`src/rtl/tv80_pfx_pkg.sv`:
```
// rtl/tv80_pfx_pkg.sv - shared types, prefix bytes and index-prefix decode for the prefix sequencer
package tv80_pfx_pkg;

  typedef enum logic [2:0] {S_IDLE, S_IDX, S_ED, S_CB, S_XCB_D, S_XCB_OP} state_e;
  typedef enum logic [1:0] {GRP_BASE = 2'b00, GRP_CB = 2'b01, GRP_ED = 2'b10} group_e;
  typedef enum logic [1:0] {IDX_HL = 2'b00, IDX_IX = 2'b01, IDX_IY = 2'b10} idx_e;

  localparam logic [7:0] PFX_DD = 8'hDD;
  localparam logic [7:0] PFX_FD = 8'hFD;
  localparam logic [7:0] PFX_ED = 8'hED;
  localparam logic [7:0] PFX_CB = 8'hCB;

  typedef struct packed {
    logic [7:0] opcode;
    group_e     group;
    idx_e       idx;
    logic [7:0] disp;
    logic       has_disp;
    logic       undoc;
    logic       illegal;
  } desc_t;

  // [1]: a DD/FD prefix changes this base opcode; [0]: an (IX/IY+d) displacement byte follows
  function automatic logic [1:0] idx_effective(input logic [7:0] op);
    logic hl_mem, hl_reg, listed;
    hl_mem = 1'b0;
    hl_reg = 1'b0;
    case (op[7:6])
      2'b00: begin
        hl_mem = (op[5:3] == 3'd6) && (op[2:0] inside {3'd4, 3'd5, 3'd6});
        hl_reg = (op[5:4] == 2'b10) && (op[2:0] inside {3'd4, 3'd5, 3'd6});
      end
      2'b01: begin
        if (op != 8'h76) begin
          hl_mem = (op[5:3] == 3'd6) || (op[2:0] == 3'd6);
          hl_reg = (op[5:4] == 2'b10) || (op[2:1] == 2'b10);
        end
      end
      2'b10: begin
        hl_mem = (op[2:0] == 3'd6);
        hl_reg = (op[2:1] == 2'b10);
      end
      default: ;
    endcase
    listed = op inside {8'h21, 8'h22, 8'h2A, 8'h23, 8'h2B, 8'h09, 8'h19, 8'h29, 8'h39,
                        8'hE1, 8'hE3, 8'hE5, 8'hE9, 8'hF9};
    return {hl_mem | hl_reg | listed, hl_mem};
  endfunction

endpackage

```
`src/rtl/tv80_pfx_outreg.sv`:
```
// rtl/tv80_pfx_outreg.sv - one-slot valid/ready descriptor register, reloadable in the cycle it is taken
module tv80_pfx_outreg #(
  parameter int W = 8
) (
  input  logic         clk,
  input  logic         reset_n,
  input  logic         load,
  input  logic [W-1:0] load_data,
  input  logic         ready,
  output logic         valid,
  output logic [W-1:0] data
);

  always_ff @(posedge clk) begin
    if (!reset_n) begin
      valid <= 1'b0;
      data  <= '0;
    end else if (load) begin
      valid <= 1'b1;
      data  <= load_data;
    end else if (ready) begin
      valid <= 1'b0;
    end
  end

endmodule

```
`src/rtl/tv80_prefix_seq.sv`:
```
// rtl/tv80_prefix_seq.sv - TV80 DD/FD/ED/CB prefix-chain sequencer producing one descriptor per instruction
module tv80_prefix_seq
  import tv80_pfx_pkg::*;
#(
  parameter int CNT_W     = 3,
  parameter int UNDOC_EN  = 1,
  parameter int INT_CHAIN = 0
) (
  input  logic             clk,
  input  logic             reset_n,
  input  logic             in_valid,
  output logic             in_ready,
  input  logic [7:0]       in_byte,
  input  logic             flush,
  output logic             out_valid,
  input  logic             out_ready,
  output logic [7:0]       out_opcode,
  output logic [1:0]       out_group,
  output logic [1:0]       out_idx,
  output logic [7:0]       out_disp,
  output logic             out_has_disp,
  output logic             out_undoc,
  output logic             out_illegal,
  output logic [CNT_W-1:0] out_pfx_cnt,
  output logic             m1_pulse,
  output logic             int_window
);

  localparam int DW = $bits(desc_t) + CNT_W;
  localparam logic [CNT_W-1:0] CNT_ONE = 1;

  state_e           state;
  idx_e             idx_q;
  logic [CNT_W-1:0] cnt_q;
  logic             disp_pend_q, bad_q, m1_q;
  logic [7:0]       op_q, disp_q;

  logic             accept, is_pfx, ld, bad;
  logic [1:0]       eff;
  desc_t            nd, sq;
  logic [DW-1:0]    slot_q;

  assign in_ready = !flush && (!out_valid || out_ready);
  assign accept   = in_valid && in_ready;
  assign is_pfx   = in_byte inside {PFX_DD, PFX_FD, PFX_ED, PFX_CB};
  assign eff      = idx_effective(in_byte);

  // Descriptor assembly for the byte that completes an instruction
  always_comb begin
    ld        = 1'b0;
    bad       = 1'b0;
    nd        = '0;
    nd.opcode = in_byte;
    if (accept) begin
      case (state)
        S_IDLE, S_IDX: begin
          if (disp_pend_q) begin
            ld          = 1'b1;
            nd.opcode   = op_q;
            nd.idx      = idx_q;
            nd.disp     = in_byte;
            nd.has_disp = 1'b1;
          end else if (!is_pfx) begin
            ld = 1'b1;
            if (state == S_IDX) begin
              if (!eff[1])     bad    = 1'b1;
              else if (eff[0]) ld     = 1'b0;
              else             nd.idx = idx_q;
            end
          end
        end
        S_ED: begin
          ld       = 1'b1;
          nd.group = GRP_ED;
          bad      = bad_q;
        end
        S_CB: begin
          ld       = 1'b1;
          nd.group = GRP_CB;
        end
        S_XCB_OP: begin
          ld          = 1'b1;
          nd.group    = GRP_CB;
          nd.idx      = idx_q;
          nd.disp     = disp_q;
          nd.has_disp = 1'b1;
        end
        default: ;
      endcase
    end
    nd.undoc   = bad && (UNDOC_EN != 0);
    nd.illegal = bad && (UNDOC_EN == 0);
  end

  always_ff @(posedge clk) begin
    if (!reset_n) begin
      state       <= S_IDLE;
      idx_q       <= IDX_HL;
      cnt_q       <= '0;
      disp_pend_q <= 1'b0;
      bad_q       <= 1'b0;
      m1_q        <= 1'b0;
      op_q        <= '0;
      disp_q      <= '0;
    end else begin
      // XCB displacement/opcode and (IX+d) displacement are operand reads, not M1
      m1_q <= accept && ((state inside {S_IDLE, S_ED, S_CB}) || (state == S_IDX && !disp_pend_q));
      if (flush || (accept && ld)) begin
        state       <= S_IDLE;
        idx_q       <= IDX_HL;
        cnt_q       <= '0;
        disp_pend_q <= 1'b0;
        bad_q       <= 1'b0;
      end else if (accept) begin
        case (state)
          S_IDLE, S_IDX: begin
            if (in_byte == PFX_DD || in_byte == PFX_FD) begin
              state <= S_IDX;
              if (in_byte == PFX_DD) idx_q <= IDX_IX;
              else                   idx_q <= IDX_IY;
              if (cnt_q != '1) cnt_q <= cnt_q + CNT_ONE;
            end else if (in_byte == PFX_ED) begin
              state <= S_ED;
              idx_q <= IDX_HL;
              bad_q <= (state == S_IDX);
            end else if (in_byte == PFX_CB) begin
              if (state == S_IDX) state <= S_XCB_D;
              else                state <= S_CB;
            end else begin
              disp_pend_q <= 1'b1;
              op_q        <= in_byte;
            end
          end
          S_XCB_D: begin
            disp_q <= in_byte;
            state  <= S_XCB_OP;
          end
          default: ;
        endcase
      end
    end
  end

  tv80_pfx_outreg #(.W(DW)) u_outreg (
    .clk       (clk),
    .reset_n   (reset_n),
    .load      (accept && ld),
    .load_data ({nd, cnt_q}),
    .ready     (out_ready),
    .valid     (out_valid),
    .data      (slot_q)
  );

  assign sq           = desc_t'(slot_q[DW-1:CNT_W]);
  assign out_pfx_cnt  = slot_q[CNT_W-1:0];
  assign out_opcode   = sq.opcode;
  assign out_group    = sq.group;
  assign out_idx      = sq.idx;
  assign out_disp     = sq.disp;
  assign out_has_disp = sq.has_disp;
  assign out_undoc    = sq.undoc;
  assign out_illegal  = sq.illegal;
  assign m1_pulse     = m1_q;
  assign int_window   = (state == S_IDLE) || ((INT_CHAIN != 0) && (state == S_IDX) && !disp_pend_q);

endmodule

```
`config.mk`:
```
export PLATFORM = sky130hd
export DESIGN_NAME = tv80_prefix_seq
export DESIGN_NICKNAME = d
export VERILOG_FILES = /design/src/rtl/tv80_pfx_pkg.sv /design/src/rtl/tv80_pfx_outreg.sv /design/src/rtl/tv80_prefix_seq.sv
export SDC_FILE = /design/constraint.sdc
export NUM_CORES = 1
export LEC_CHECK = 0
export ABC_AREA = 1
export CORE_MARGIN = 4
export CORE_UTILIZATION = 50
export DETAILED_ROUTE_END_ITERATION = 10
export GPL_TIMING_DRIVEN = 0
export PLACE_DENSITY = 0.76
export SYNTH_ARGS = -nofsm -noshare
export SYNTH_HDL_FRONTEND = slang
export SYNTH_SLANG_ARGS = --single-unit
```
`constraint.sdc`:
```
create_clock -name clk -period 2.1 [get_ports clk]
set_input_delay 0.21 -clock clk [delete_from_list [all_inputs] [get_ports clk]]
set_output_delay 0.21 -clock clk [all_outputs]
set_load 0.02 [all_outputs]
```
==> images/met1.png <==
Supply wires on this layer in grey.
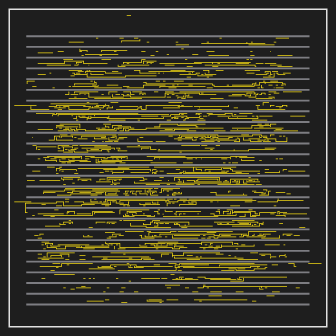
wire length on this layer: 2990 µm
main direction: horizontal
nets with wire on the layer: 419
share of all routed wire: 46%
longest straight run: 28.1 µm

==> images/final_clocks.png <==
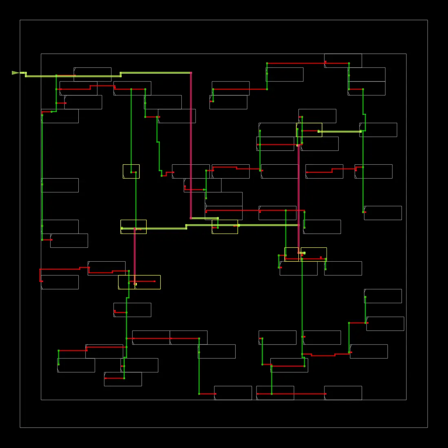
CLK BUF: 5
clock net sink count: 53
latest clock arrival within the worst-skew pair: 310 ps
power attributed to the clock group: 0.607 mW
flip-flop and latch count: 53

==> run_results.csv <==
group,metric,value,unit
sta,final_worst_clock_skew,7.854,ps
critical_path,crit-reg2reg-capture,"u_outreg.data[0]",
layout,comb_area_share,40.78,%
yosys,synth_flop_count,53,
drt,drtPass1Iterations,4,
outcome,run_status,"complete, no violations",
clocking,cts_resized,0,
yosys,yosysWarningCount,0,
critical_path,worstPathCellList,"clkdlybuf4s50_1 > inv_1 > nand2_1 > nor2_1 > nand2_1 > nand2_1 > nor2_2 > buf_2 > nand3_1 > nand2_1 > nor2_1",
min_path,worst_hold_path_type,"register to register",
yosys,syn-cell-area,2597,µm²
yosys,yosysCellCount,381,
critical_path,worst_ep_required_time,2320,ps
drt,met3RoutedLength,299,µm
clocking,cts_hold_repair.buffers,0,
clocking,cts-root-to-sink-buffers,2,
layout,lay_top_cells,"nand2_1 (84), nor2_1 (59), dfxtp_1 (53)",
pwr,p_leak,1.275,nW
sta,final.hold.worst_slack,465.0,ps
drt,routedWlPerCell,13.14,µm
layout,inverters,33,
critical_path,end_kind,"register",
critical_path,critPathLaunchType,"input port",
drt,dr_total_vias,2567,
layout,nonClockBufferCount,57,
layout,layout.nets,444,
pwr,peakVddDrop,474.8,µV
sta,tns,0,ps
min_path,min_delay_worst_endpoint,"u_outreg.data[5]",
clocking,cts_h_tree_depth,2,
pwr,powerSeq,1.05,mW
yosys,yosys.area.top_type,"dfxtp_1",
critical_path,r2r_start,"state[2]",
clocking,ctsRootBufferMaster,"clkbuf_8",
==> images/port_nets.png <==
Scale bar: 20 µm.
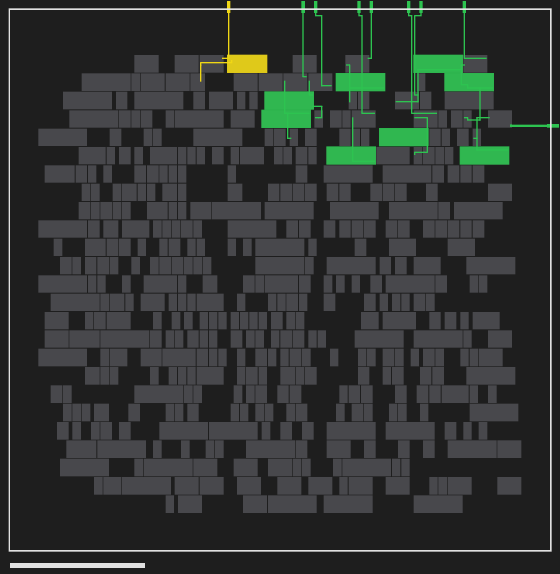
legend:
  `out_disp`:
    colour: green
    bits: 8
    direction: output
    end_cells: 8
    buffers: 8
    wire: 188 µm
  `in_ready`:
    colour: yellow
    bits: 1
    direction: output
    end_cells: 1
    buffers: 1
    wire: 15.6 µm
Port-buffer cells: 41
IO Pins: 43

Power figures rest on the tool's default switching activity, not on a simulated workload.
